Design jk_bank_arbiter, sky130hd; sources not shown.
Fig. 1: routed metal, one color a layer
(3 px per um)
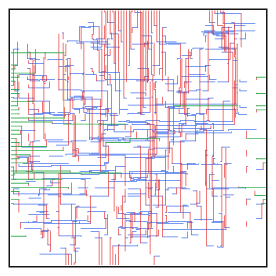
Red shows M2, wire length 2410 um. Orange shows M4, wire length 23.8 um. Green shows M3, wire length 348 um. Blue shows M1, wire length 1870 um.
total track usage: 13.26%
final wirelength: 4.652 mm
drt wl/cell: 14.68 um
routed vias: 1490

Fig. 2: clock distribution
(4 px per um)
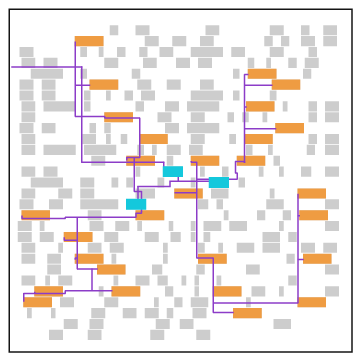
Purple shows clock wires, length 409 um. Orange shows flip-flops, count 28. Cyan shows clock-net drivers, count 3.
There are 4 routed clock nets. Position of the flops: widely spread.
clk pwr: 209 uW
Fin Clk Skew: 1.869 ps

Fig. 3: where the registers sit
(3 px per um)
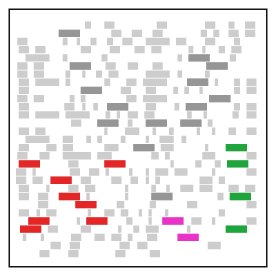
Magenta shows ptr, placed flops 2. Red shows rdata, placed flops 8, where south-west. Green shows ack, placed flops 4.
Seq/total area: 22.70%
Power Sequential: 446 uW
Final Util: 37.82%

==> impl_metrics.toml <==
# physical design summary
[setup_path]
cp_num_buf_inv = 2
worstPathArrival_ps = 1900
cp_slowest_stage_delay_ps = 500
crit_type = "register to output pin"
path_cells = "inv_1, ha_1, and3_1, clkdlybuf4s50_1"
r2r.worst_path.cells = 6
worstPathMaxFanout = 16
path_delay_family = "buffers and inverters"
crit_path_top_delay_cell = "clkdlybuf4s50_1"
cp.required_ps = 2890
startpoint_type = "register"
endpoint_kind = "output pin"

[global_routing]
grt_busiest_layer = "met2"
grt_pass1_wl_mm = 7.645
grt_pass1_vias = 1582
grt_max_degree = 26
met1_usage_pct = 15.17
grt_overflow_total = 0
grtUsageMet2_pct = 24.41

[sta]
whs_ps = 473.1
rsz0062_at_grt = "no"
clock.fmax_mhz = 415.1
setup_tns_ps = 0
slew_viol_final = 0
setup_viol_count_final = 0
period_used_pct = 70.85
min_period_ps = 2409

[layout]
area_delta_synth_final_pct = 61.80
logic_gates = 117
buffer_area_share_pct = 34.65
clkCellAreaFrac_pct = 2.229
n_sequential_cell = 28
largest_cell_class = "multi-input combinational cells"
num-fill-cells = 717
seq_area_um2 = 560.5
stdcell_count = 317
diodes = 0
lay_top_cells = "clkdlybuf4s50_1, dfxtp_1, nor2_1"
drive_gt1_share_pct = 6.667
n_all_inverters = 5

[floorplanning]
die_x_um = 85.30
floorplan.core_util_pct = 23.37
row_count = 29
dieHeight_um = 85.30
core_um2 = 6531

[power_and_ir_drop]
ir_drop_v = 0.0001621
p_comb_uw = 431
combPwrFrac_pct = 39.7
seqPwrFrac_pct = 41.1
internal_power_uw = 723.9
power_uw = 1085
power_density_nw_per_um2 = 439.5

[run]
warnings = 32
maxCapViolCount = 0

[run_status]
status = "complete, no violations"

[logic_synthesis]
synth_stat.cells = 162
synth-main-ff-cell = "dfxtp_1"
synthTopLogicFamily = "multiplexers"
synthCells = 162
synth_area_um2 = 1526
avgSynthCellArea_um2 = 9.423
syn_nets = 224
yosys_warnings = 6
edf_count = 0
ys_sh_adder_pct = 6.557
ys_chip_area_um2 = 1526
top_cell = "dfxtp_1"
topCellsByArea = "dfxtp_1, mux4_2, mux2i_1"
synth_cell_type_count = 25
xor_area_share_pct = 0
ys_seq_share_pct = 36.72

[cts]
post-cts-setup-buffers = 0
cts_buffers = 3
cts_resized = 0
max-clock-path-buffers = 2
clk_latency_ps = 270
cts-root-buf = "clkbuf_8"

[place]
finalWeightedCongestion = 0.7717
place_inst = 313
dpl_cell_area_um2 = 2415
port_buffers = 84

[detailed_routing]
via_per_inst = 4.700
drtIter0Drc = 44
drt-pass1-iter-count = 4
dr_wl_met2_mm = 2.407
top_layer = "met4"
met3_length_um = 347
wl_met1_mm = 1.873

[hold_path]
hold_depth = 2
Power figures rest on the tool's default switching activity, not on a simulated workload.
